File: config.mk
export PLATFORM = sky130hd
export DESIGN_NAME = mod_n_counter_flat
export DESIGN_NICKNAME = d
export VERILOG_FILES = /design/src/rtl/mod_n_counter_pkg.sv /design/src/rtl/mod_n_counter_if.sv /design/src/rtl/mod_n_counter_digit.sv /design/src/rtl/mod_n_counter.sv /design/src/flat_wrapper.sv
export SDC_FILE = /design/constraint.sdc
export NUM_CORES = 1
export LEC_CHECK = 0
export ABC_AREA = 1
export CORE_MARGIN = 4
export CORE_UTILIZATION = 35
export DETAILED_ROUTE_END_ITERATION = 12
export PLACE_DENSITY = 0.77
export SLEW_MARGIN = 10
export SYNTH_ARGS = -nofsm -noshare
export SYNTH_HDL_FRONTEND = slang
export SYNTH_SLANG_ARGS = --single-unit
File: constraint.sdc
create_clock -name clk -period 1.5 [get_ports clk]
set_clock_uncertainty 0.05 [all_clocks]
set_input_delay 0.45 -clock clk [delete_from_list [all_inputs] [get_ports clk]]
set_output_delay 0.45 -clock clk [all_outputs]
set_load 0.02 [all_outputs]
File: src/rtl/mod_n_counter_pkg.sv
// Shared constants, direction type and load clamping helper for the modulo-N counter.
package mod_counter_pkg;

    localparam int unsigned DEF_MODULUS = 10;
    localparam int unsigned DEF_DIGITS  = 2;

    typedef enum logic {
        DIR_DOWN = 1'b0,
        DIR_UP   = 1'b1
    } dir_t;

    // Out-of-range digit values saturate to the largest legal digit.
    function automatic int unsigned clamp_digit(input int unsigned value, input int unsigned modulus);
        return (value >= modulus) ? (modulus - 1) : value;
    endfunction

endpackage

File: src/rtl/mod_n_counter_if.sv
// Control/status bundle of mod_n_counter; master drives controls, slave is the counter.
import mod_counter_pkg::*;

interface mod_n_counter_if #(
    parameter int unsigned MODULUS = DEF_MODULUS,
    parameter int unsigned DIGITS  = DEF_DIGITS
);
    localparam int unsigned W = $clog2(MODULUS);

    logic                  en;
    logic                  up;
    logic                  load;
    logic [DIGITS*W-1:0]   load_val;
    logic [DIGITS*W-1:0]   count;
    logic                  tc;
    logic                  wrapped;

    modport master (
        output en, up, load, load_val,
        input  count, tc, wrapped
    );

    modport slave (
        input  en, up, load, load_val,
        output count, tc, wrapped
    );

endinterface

File: src/rtl/mod_n_counter_digit.sv
// One modulo-N digit: synchronous clamped load, step in either direction, terminal flag.
module mod_n_digit
    import mod_counter_pkg::*;
#(
    parameter int unsigned MODULUS = DEF_MODULUS
) (
    input  logic                         clk,
    input  logic                         clear_n,
    input  logic                         step,
    input  logic                         up,
    input  logic                         load,
    input  logic [$clog2(MODULUS)-1:0]   ld_val,
    output logic [$clog2(MODULUS)-1:0]   q,
    output logic                         at_term
);
    localparam int unsigned     W       = $clog2(MODULUS);
    localparam logic [W-1:0]    MAX_VAL = W'(MODULUS - 1);

    dir_t           dir;
    logic [W-1:0]   nxt;

    assign dir = dir_t'(up);

    always_comb begin
        nxt = q;
        if (dir == DIR_UP) begin
            nxt = (q == MAX_VAL) ? '0 : q + W'(1);
        end else begin
            nxt = (q == '0) ? MAX_VAL : q - W'(1);
        end
    end

    assign at_term = (dir == DIR_UP) ? (q == MAX_VAL) : (q == '0);

    always_ff @(posedge clk or negedge clear_n) begin
        if (!clear_n) begin
            q <= '0;
        end else if (load) begin
            q <= W'(clamp_digit(32'(ld_val), MODULUS));
        end else if (step) begin
            q <= nxt;
        end
    end

endmodule

File: src/rtl/mod_n_counter.sv
// Synchronous multi-digit modulo-N up/down counter with combinational carry/borrow chain.
// Build option: define MODCNT_SATURATE_EN to hold at the terminal value instead of wrapping.
module mod_n_counter
    import mod_counter_pkg::*;
#(
    parameter int unsigned MODULUS = DEF_MODULUS,
    parameter int unsigned DIGITS  = DEF_DIGITS
) (
    input  logic              clk,
    input  logic              clear_n,
    mod_n_counter_if.slave    bus
);
    localparam int unsigned W = $clog2(MODULUS);

    logic [DIGITS-1:0]  at_term;
    logic [DIGITS-1:0]  step;
    logic               all_term;
    logic               en_eff;
    logic               tc;

    assign all_term = &at_term;
    assign tc       = bus.en & ~bus.load & all_term;
    assign bus.tc   = tc;

`ifdef MODCNT_SATURATE_EN
    // Suppressing every step at the terminal value freezes the whole chain there.
    assign en_eff      = bus.en & ~all_term;
    assign bus.wrapped = 1'b0;
`else
    assign en_eff = bus.en;

    always_ff @(posedge clk or negedge clear_n) begin
        if (!clear_n) begin
            bus.wrapped <= 1'b0;
        end else begin
            bus.wrapped <= tc;
        end
    end
`endif

    always_comb begin
        step    = '0;
        step[0] = en_eff;
        for (int unsigned i = 1; i < DIGITS; i++) begin
            step[i] = step[i-1] & at_term[i-1];
        end
    end

    for (genvar g = 0; g < DIGITS; g++) begin : g_digit
        mod_n_digit #(
            .MODULUS (MODULUS)
        ) u_digit (
            .clk     (clk),
            .clear_n (clear_n),
            .step    (step[g]),
            .up      (bus.up),
            .load    (bus.load),
            .ld_val  (bus.load_val[g*W +: W]),
            .q       (bus.count[g*W +: W]),
            .at_term (at_term[g])
        );
    end

endmodule

File: src/flat_wrapper.sv
// flat-port wrapper written by rule: the top's interface ports become plain ports
module mod_n_counter_flat import mod_counter_pkg::*;
#(
    parameter int unsigned MODULUS = DEF_MODULUS,
    parameter int unsigned DIGITS  = DEF_DIGITS
)
  (clk, clear_n, bus_en, bus_up, bus_load, bus_load_val, bus_count, bus_tc, bus_wrapped);
  mod_n_counter_if #(.MODULUS(MODULUS), .DIGITS(DIGITS)) bus_i ();
  input  logic clk;
  input  logic clear_n;
  input wire logic [$bits(bus_i.en)-1:0] bus_en;
  input wire logic [$bits(bus_i.up)-1:0] bus_up;
  input wire logic [$bits(bus_i.load)-1:0] bus_load;
  input wire logic [$bits(bus_i.load_val)-1:0] bus_load_val;
  output wire logic [$bits(bus_i.count)-1:0] bus_count;
  output wire logic [$bits(bus_i.tc)-1:0] bus_tc;
  output wire logic [$bits(bus_i.wrapped)-1:0] bus_wrapped;
  assign bus_i.en = bus_en;
  assign bus_i.up = bus_up;
  assign bus_i.load = bus_load;
  assign bus_i.load_val = bus_load_val;
  assign bus_count = bus_i.count;
  assign bus_tc = bus_i.tc;
  assign bus_wrapped = bus_i.wrapped;
  mod_n_counter #(.MODULUS(MODULUS), .DIGITS(DIGITS)) u_core (.clk(clk), .clear_n(clear_n), .bus(bus_i));
endmodule
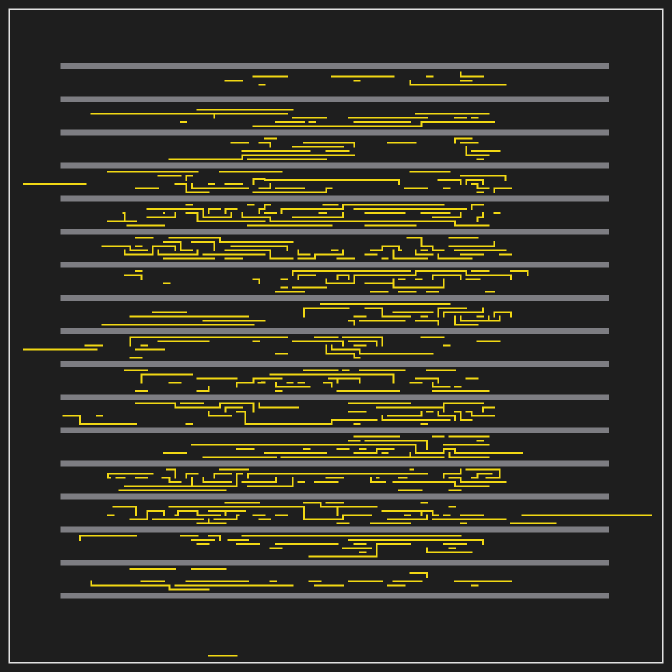
Fig. 1. The metal 1 layer (run 1).
Supply wires on this layer in gray.
The longest straight run is 17.9 microns. 178 nets have wire on it.

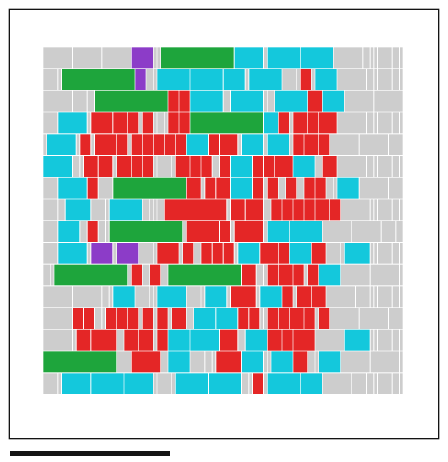
Fig. 2. Placed cells, one color a class (run 1).
Scale bar: 20 microns. Fill, decap, tap and diode cells in gray.
Cyan marks other buffers and delay cells, cells 55. Purple marks clock drivers and dummy loads, cells 4. Green marks flip-flops, cells 9. Red marks all other logic, cells 109.
final instance area: 1300 sq um
Final Util: 66.26%
Seq area share: 17.32%
placement row count: 16
core footprint: 1962 sq um

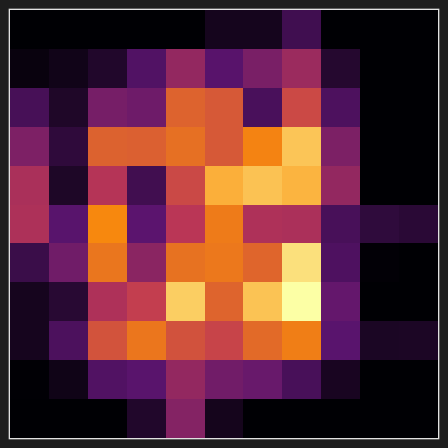
Fig. 3. Routed metal per tile (run 1).
11 x 11 tiles, from black (low) to pale yellow (high), scaled to the fullest tile. Values are wire area over tile area, all layers added.
The densest ninth of the die: middle. The mean over all tiles is 0.14. The fullest tile reaches 0.47. 26% of the tiles are over half the peak.
total global routing track utilization: 18.85%
DR vias: 1003
final wirelength: 2515 microns

run 1: Yosys cell counts:
cell type,number,share of area (%)
a21oi_1,3,2.1
a221oi_1,1,1.2
a22oi_1,2,2.1
a32o_1,1,1.4
buf_2,1,0.69
dfrtp_1,9,31
inv_1,14,7.2
inv_2,1,0.52
nand2_1,47,24
nand2_2,1,0.86
nand2_4,1,1.5
nand3_1,13,8.9
nand3_2,1,1.4
nand4_1,1,0.86
nor2_1,9,4.6
nor2_2,1,0.86
nor3_1,1,0.69
nor4_1,1,0.86
o211ai_1,1,1.0
o21ai_0,8,5.5
o21ai_2,1,1.2
xor2_1,1,1.2
run 1: per-stage QoR:
step	utilization, %	setup TNS, ns	setup WS [ns]	std cells
after floorplan	-	-0.2426	-0.2426	119
after global placement	60.84	-4.063	-1.144	194
after detailed placement	60.84	-4.453	-1.184	194
after CTS	65.24	-0.6193	-0.5300	203
after global routing	66.26	-0.9817	-0.6612	204
final	66.26	-0.7414	-0.5369	204
run 1: state kept, by name, summed over array words and instances, names as in the netlist:
register                  cells
u_core.bus.wrapped            1
u_core.g_digit.u_digit.q      8
run 1: critical path, stage by stage, from the launching register on:
cell and delay, ns:
dfrtp_1 0.43, nor2_2 0.17, nand2_1 0.10, nand2_1 0.08, nand3_2 0.13, nor4_4 0.19, buf_4 0.19
run 1: cell usage in the layout, fill, tap and decap left out, types with 2 or more instances in the layout:
| master | n |
|---|---|
| clkdlybuf4s50_1 | 10 |
| nand2_1 | 45 |
| inv_2 | 2 |
| buf_6 | 14 |
| dfrtp_1 | 9 |
| a22oi_1 | 2 |
| inv_1 | 11 |
| nor2_1 | 9 |
| dlygate4sd2_1 | 3 |
| clkbuf_4 | 3 |
| o21ai_0 | 8 |
| buf_4 | 27 |
| nand2_2 | 3 |
| nand3_1 | 13 |
| a21oi_1 | 3 |
run 1: power breakdown:
group | internal (mW) | switching (mW) | leakage, nW
clock network | 0.102 | 0.0833 | 0.0150
registers | 0.276 | 0.0391 | 0.113
logic | 0.343 | 0.339 | 0.573
run 1: final timing paths:
| path | start | to | depth (start not counted) |
|---|---|---|---|
| setup reg to reg | u_core.g_digit[1].u_digit.q[0] | u_core.g_digit[1].u_digit.q[3] | 11 |
| hold / removal | clear_n | u_core.g_digit[0].u_digit.q[1] | 1 |
| max in group asynchronous | clear_n | u_core.g_digit[1].u_digit.q[3] | 1 |
| hold reg to reg | u_core.g_digit[1].u_digit.q[3] | u_core.g_digit[1].u_digit.q[3] | 3 |
| setup / recovery | u_core.g_digit[0].u_digit.q[1] | bus_tc | 6 |
| min in group clk | bus_load | u_core.bus.wrapped | 2 |
run 1: cells by family (layout without fill, tap and decap cells):
kind of cell | count (synthesis) | count (layout)
DFF | 9 | 9
AOI/OAI and AO/OA | 17 | 17
xor gates and xnor gates | 1 | 1
buffers and inverters | 16 | 74
and+or+nand+nor | 76 | 76
run 1: cell type report:
cell class | instances | share of cell area, %
Clock buffer | 4 | 2.021
Multi-Input combinational cell | 94 | 35.42
Sequential cell | 9 | 17.32
Tap cell | 27 | 2.599
Timing Repair Buffer | 55 | 37.82
Inverter | 15 | 4.812
==> impl_metrics.json, run 1 <==
{
  "outcome": "finished with violations",
  "violations": "setup timing",
  "met2_length_microns": 1251,
  "diodes": 0,
  "busiest_layer": "met2",
  "antenna_left": 0,
  "fmax_ghz": 0.4909,
  "path_max_fanout": 4,
  "drv_slew": 0,
  "grtUsageMet2_pct": 31.22,
  "grt_pass1_vias": 919,
  "final_critical_path_setup_slack_ns": -0.5369,
  "min_period_ns": 2.037,
  "relSlewSlack_pct": 72.09,
  "dr.pass1.iters": 4,
  "final_nets": 191,
  "logic_area_sq_um": 460.4,
  "drive_gt1_share_pct": 32.20,
  "chip_area_sq_um": 2870,
  "r2r_setup_slack_ns": 0.10,
  "grt_start_max_net_pins": 11,
  "syn2layout_area_growth_pct": 78.83,
  "grt_use_met3_pct": 2.770,
  "synthCells": 119,
  "yosysChipArea_sq_um": 726.9,
  "period_used_pct": 135.8,
  "ys_sh_mux_pct": 0,
  "ys_seq_share_pct": 30.98,
  "setup_viol": 5,
  "cts.sinks": 9,
  "die_w_microns": 53.58,
  "numCtsBuffers": 3,
  "ir_drop_mv": 0.6923,
  "placed_area_sq_um": 1194,
  "worstMarginPinSlew_ns": 0.4174,
  "crit_path_end_kind": "primary output",
  "yosysWarnings": 0,
  "power_density_nw_per_um2": 910.0,
  "post-route-drc-count": 0,
  "xor_share_pct": 1.205,
  "wl_met3_microns": 91,
  "htreeDepth": 1,
  "gp_congestion": 0.9795,
  "grt_pass1_wl_microns": 3898,
  "cp_data_arrival_time_ns": 1.54,
  "ys_sh_adder_pct": 0,
  "synth_cell_type_count": 22,
  "cts_buffer_depth": 2,
  "p_leak_nw": 0.7006,
  "worstPathRequired_ns": 1.00,
  "critPathLaunchType": "register",
  "cts_hold_buf": 0,
  "drv_cap": 0,
  "grt_overflow": 0,
  "final_hold_viol_count": 0,
  "wire_per_inst_microns": 12.33,
  "drtIter0Drc": 31,
  "top_layer_used": "met4",
  "clkLatencyLatePin_ns": 0.26,
  "seqCellArea_sq_um": 225.2,
  "rsz0062_at_grt": "yes",
  "ios": 23,
  "use_met1_pct": 24.44,
  "clock-root-buffer": "clkbuf_4",
  "worstHoldPathType": "in -> async",
  "drt-met1-wl_microns": 1132,
  "ys_sh_simple_pct": 44.92,
  "ys_ff": 9,
  "die.size.y_microns": 53.58,
  "cts_resized": 60,
  "path_clk_slew_ns": 0.06,
  "ys_cells": 119,
  "ys_top_logic_family": "simple AND/OR/NAND/NOR gates",
  "n_fill_cell": 178,
  "io_buffers": 22,
  "p_total_mw": 1.183,
  "postCtsSetupRepairBufs": 6,
  "viasPerCell": 4.917,
  "synthAoiAreaFrac_pct": 14.46,
  "synth.avg_cell_area_sq_um": 6.109,
  "floorplan.core_util_pct": 37.05,
  "synth_nets": 132,
  "path_class": "reg -> out",
  "holdWs_ns": 0.4378,
  "antenna_found_initial": 0,
  "warnings": 29,
  "cts_tree": "yes",
  "syn-cell-area_sq_um": 726.9,
  "hpwl_microns": 1881
}
==> run 2, diff against run 1 <==
- PLACE_DENSITY: 0.77 -> 0.74
- clock period: 1.5 -> 2.2 ns (I/O delays scaled with it)
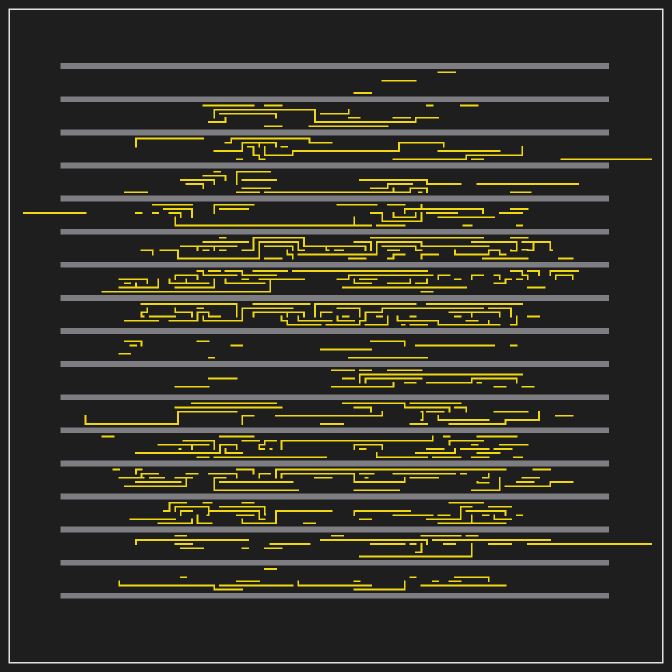
Fig. 4. The metal 1 layer (run 2).
Supply wires on this layer in gray.
The longest straight run is 18.9 microns. The wires run mostly horizontal. The layer holds 49% of the routed length. The layer carries 1080 microns of wire. 172 nets have wire on it.

==> run 2 against run 1 <==
  * The flow now finishes without violations
  * Clock power shrank 34%
  * Worst hold slack gained 0.15 ns
  * Clock-buffer cell count is the same
  * Sequential cell count is the same
  * Power shrank 35%
  * Synthesized area is the same
  * Setup slack gained 0.58 ns
  * Wire length shrank 12%
  * Global-route usage shrank 2.0 points
  * Via count shrank 1.7%
  * Highest routed layer unchanged
==> impl_metrics.json, run 2 <==
{
  "crit_end": "bus_tc",
  "async_reset_ff_share_pct": 100.0,
  "top_register": "u_core.g_digit.u_digit.q",
  "rr_endpoint": "u_core.g_digit[0].u_digit.q[1]",
  "netlist_top_cells_count": "nand2_1 (47), inv_1 (14), nand3_1 (13)",
  "busiest_layer": "met2",
  "drv_slew": 0,
  "synthCells": 119,
  "grt_use_met3_pct": 2.493,
  "worstPathRequired_ns": 1.49,
  "r2r_setup_slack_ns": 0.78,
  "num_vias": 986,
  "layout_top_cell": "nand2_1",
  "p_leak_nw": 0.7051,
  "switching_share_pct": 38.34,
  "reg2regPathDepth": 8,
  "synth-edff-count": 0,
  "largest_register_ffs": 8,
  "crit_path_end_kind": "primary output",
  "power_frac_seq_pct": 28.1,
  "rsz0062_at_grt": "yes",
  "synth_cell_type_count": 22,
  "reg_top3": "u_core.g_digit.u_digit.q x8, u_core.bus.wrapped x1",
  "die.size.y_microns": 53.58,
  "track_usage_pct": 16.89,
  "cts.sinks": 9,
  "viasPerCell": 4.881,
  "outcome": "finished clean",
  "ys_cells": 119,
  "power_density_nw_per_um2": 599.9,
  "clkLatencyLatePin_ns": 0.25,
  "drive_gt1_share_pct": 26.86,
  "clockPowerShare_pct": 16.0,
  "clock-root-buffer": "clkbuf_4",
  "final_nets": 189,
  "path_clk_slew_ns": 0.06,
  "floorplan.core_util_pct": 37.05,
  "cts_buffer_depth": 2,
  "path_max_fanout": 3,
  "p_total_uw": 764.1,
  "final_hold_viol_count": 0,
  "synth.avg_cell_area_sq_um": 6.109,
  "synthTopCellsByArea": "dfrtp_1 (31%), nand2_1 (24%), nand3_1 (9.0%), inv_1 (7.2%), o21ai_0 (5.5%)",
  "r2r_start": "u_core.g_digit[0].u_digit.q[0]",
  "drtIter0Drc": 27,
  "gp_congestion": 0.9343,
  "drt-total-wl_microns": 2221,
  "rows": 16,
  "ff_type": "dfrtp_1",
  "antenna_left": 0,
  "setup.worst_path.start": "u_core.g_digit[0].u_digit.q[1]",
  "numCtsBuffers": 3,
  "diodes": 0,
  "warnings": 28,
  "chip_area_sq_um": 2870,
  "combPwrFrac_pct": 55.9,
  "worstMarginPinSlew_ns": 0.4035,
  "grt_start_max_net_pins": 11,
  "wire_per_inst_microns": 11.00,
  "p_int_uw": 471.2,
  "ys_seq_share_pct": 30.98,
  "setup_viol": 0,
  "grt_pass1_vias": 859,
  "period_used_pct": 97.82,
  "cp_data_arrival_time_ns": 1.44,
  "yosysWarnings": 0,
  "worstHoldPathType": "reg -> reg",
  "hpwl_microns": 1765,
  "htreeDepth": 1,
  "fmax_ghz": 0.4647,
  "path_class": "reg -> out",
  "lay_top_cells": "nand2_1 (46), buf_4 (31), clkdlybuf4s50_1 (15), inv_1 (13), nand3_1 (13)",
  "ir_drop_mv": 0.4225,
  "synth_top_area_share_pct": 30.98,
  "min_period_ns": 2.152,
  "relSlewSlack_pct": 73.02,
  "grt_overflow": 0,
  "use_met1_pct": 24.01,
  "critPathLaunchType": "register",
  "post-route-drc-count": 0,
  "antenna_found_initial": 0,
  "ys_ff": 9,
  "grtUsageMet2_pct": 24.69,
  "p_sw_uw": 292.9,
  "placed_cells": 194,
  "top_area_cell": "dfrtp_1",
  "yosysChipArea_sq_um": 726.9,
  "ios": 23,
  "die_w_microns": 53.58,
  "synth_nets": 132,
  "syn-cell-area_sq_um": 726.9,
  "top_cell": "nand2_1",
  "final_cells": 202,
  "drv_cap": 0,
  "dr.pass1.iters": 5,
  "cts_hold_buf": 0,
  "syn2layout_area_growth_pct": 75.21,
  "cts_tree": "yes",
  "grt_pass1_wl_microns": 3574,
  "io_buffers": 22,
  "fp.coreArea_sq_um": 1962
}
-- run 2: netlist changes by cell type in the layout (fill, tap and decap cells not counted), moves of 2 or more --
cell	previous run	this run
buf_6	14	2
clkdlybuf4s50_1	10	15
buf_4	27	31
dlymetal6s2s_1	0	3
inv_1	11	13
-- run 2: worst min path at each step --
stage | start | to | slack [ns] | cells past startpoint
after floorplan | clear_n | u_core.bus.wrapped | 0.31 | 0
after global placement | u_core.g_digit[1].u_digit.q[1] | u_core.g_digit[1].u_digit.q[1] | 0.57 | 3
after detailed placement | u_core.g_digit[1].u_digit.q[2] | u_core.g_digit[1].u_digit.q[2] | 0.58 | 3
after CTS | u_core.g_digit[1].u_digit.q[1] | u_core.g_digit[1].u_digit.q[1] | 0.59 | 3
after global routing | bus_load | u_core.bus.wrapped | 0.62 | 2
final | u_core.g_digit[1].u_digit.q[2] | u_core.g_digit[1].u_digit.q[2] | 0.59 | 3
-- run 2: power by group through the flow --
stage                     Combinational [mW]  Clock (mW)  Sequential, mW
final                                  0.427       0.122           0.215
after floorplan                        0.147           0           0.252
after global routing                   0.469       0.132           0.218
after global placement                 0.394           0           0.217
after detailed placement               0.398           0           0.217
after CTS                              0.421       0.124           0.213
-- run 2: logic make-up (layout without fill, tap and decap cells) --
kind of cell / count (synthesis) / after routing / share of synthesized area [%]
xor gates and xnor gates: 1 / 1 / 1.205
AOI/OAI and AO/OA: 17 / 17 / 14.46
buffers and inverters: 16 / 72 / 8.433
and+or+nand+nor: 76 / 76 / 44.92
DFF: 9 / 9 / 30.98
-- run 2: metrics by stage --
stage / setup slack (ns) / TNS [ns] / util, % / cell area [sq um] / hold WS, ns
6_report: 0.04804 / 0 / 64.92 / 1274 / 0.5897
5_1_grt: -0.02575 / -0.02575 / 64.92 / 1274 / 0.6247
4_1_cts: -0.07274 / -0.07274 / 64.22 / 1260 / 0.5914
3_5_place_dp: -0.9125 / -0.9125 / 60.40 / 1185 / 0.5777
3_3_place_gp: -0.9119 / -0.9119 / 60.40 / 1185 / 0.5676
2_1_floorplan: 0.1255 / 0 / - / 733.2 / 0.3144
-- run 2: critical path, cell delays in order (launching register included) --
cell,delay (ns)
dfrtp_1,0.40
inv_1,0.08
nand2_2,0.07
o21ai_4,0.17
nand3_2,0.11
nor4_4,0.17
buf_4,0.19
-- run 2: final cells by class --
class	instances	area, sq um
fillers	187	688.2
multi-input cells	94	471.7
repair buffers	53	460.4
flip-flops and latches	9	225.2
inverters	15	56.30
well taps	27	33.78
clock buffers	4	26.28
-- run 2: timing repair --
item / 4_1_cts / 5_1_grt
gates resized: 19 / 5
buffers inserted: 4 / 0
pin swaps: 3 / 2
endpoints found under the setup margin: 1 / 3
endpoints found under the hold margin: 0 / 0
-- run 2: per-layer routing --
layer / routed length [microns] / part of all wire [%] / vias to the layer above
met3: 116 / 5.2 / 4
met1: 1082 / 49 / 443
met5: 0 / 0 / -
met4: 20 / 0.90 / 0
met2: 1001 / 45 / 37
li1: - / - / 502
Power and IR drop assume default switching activity.
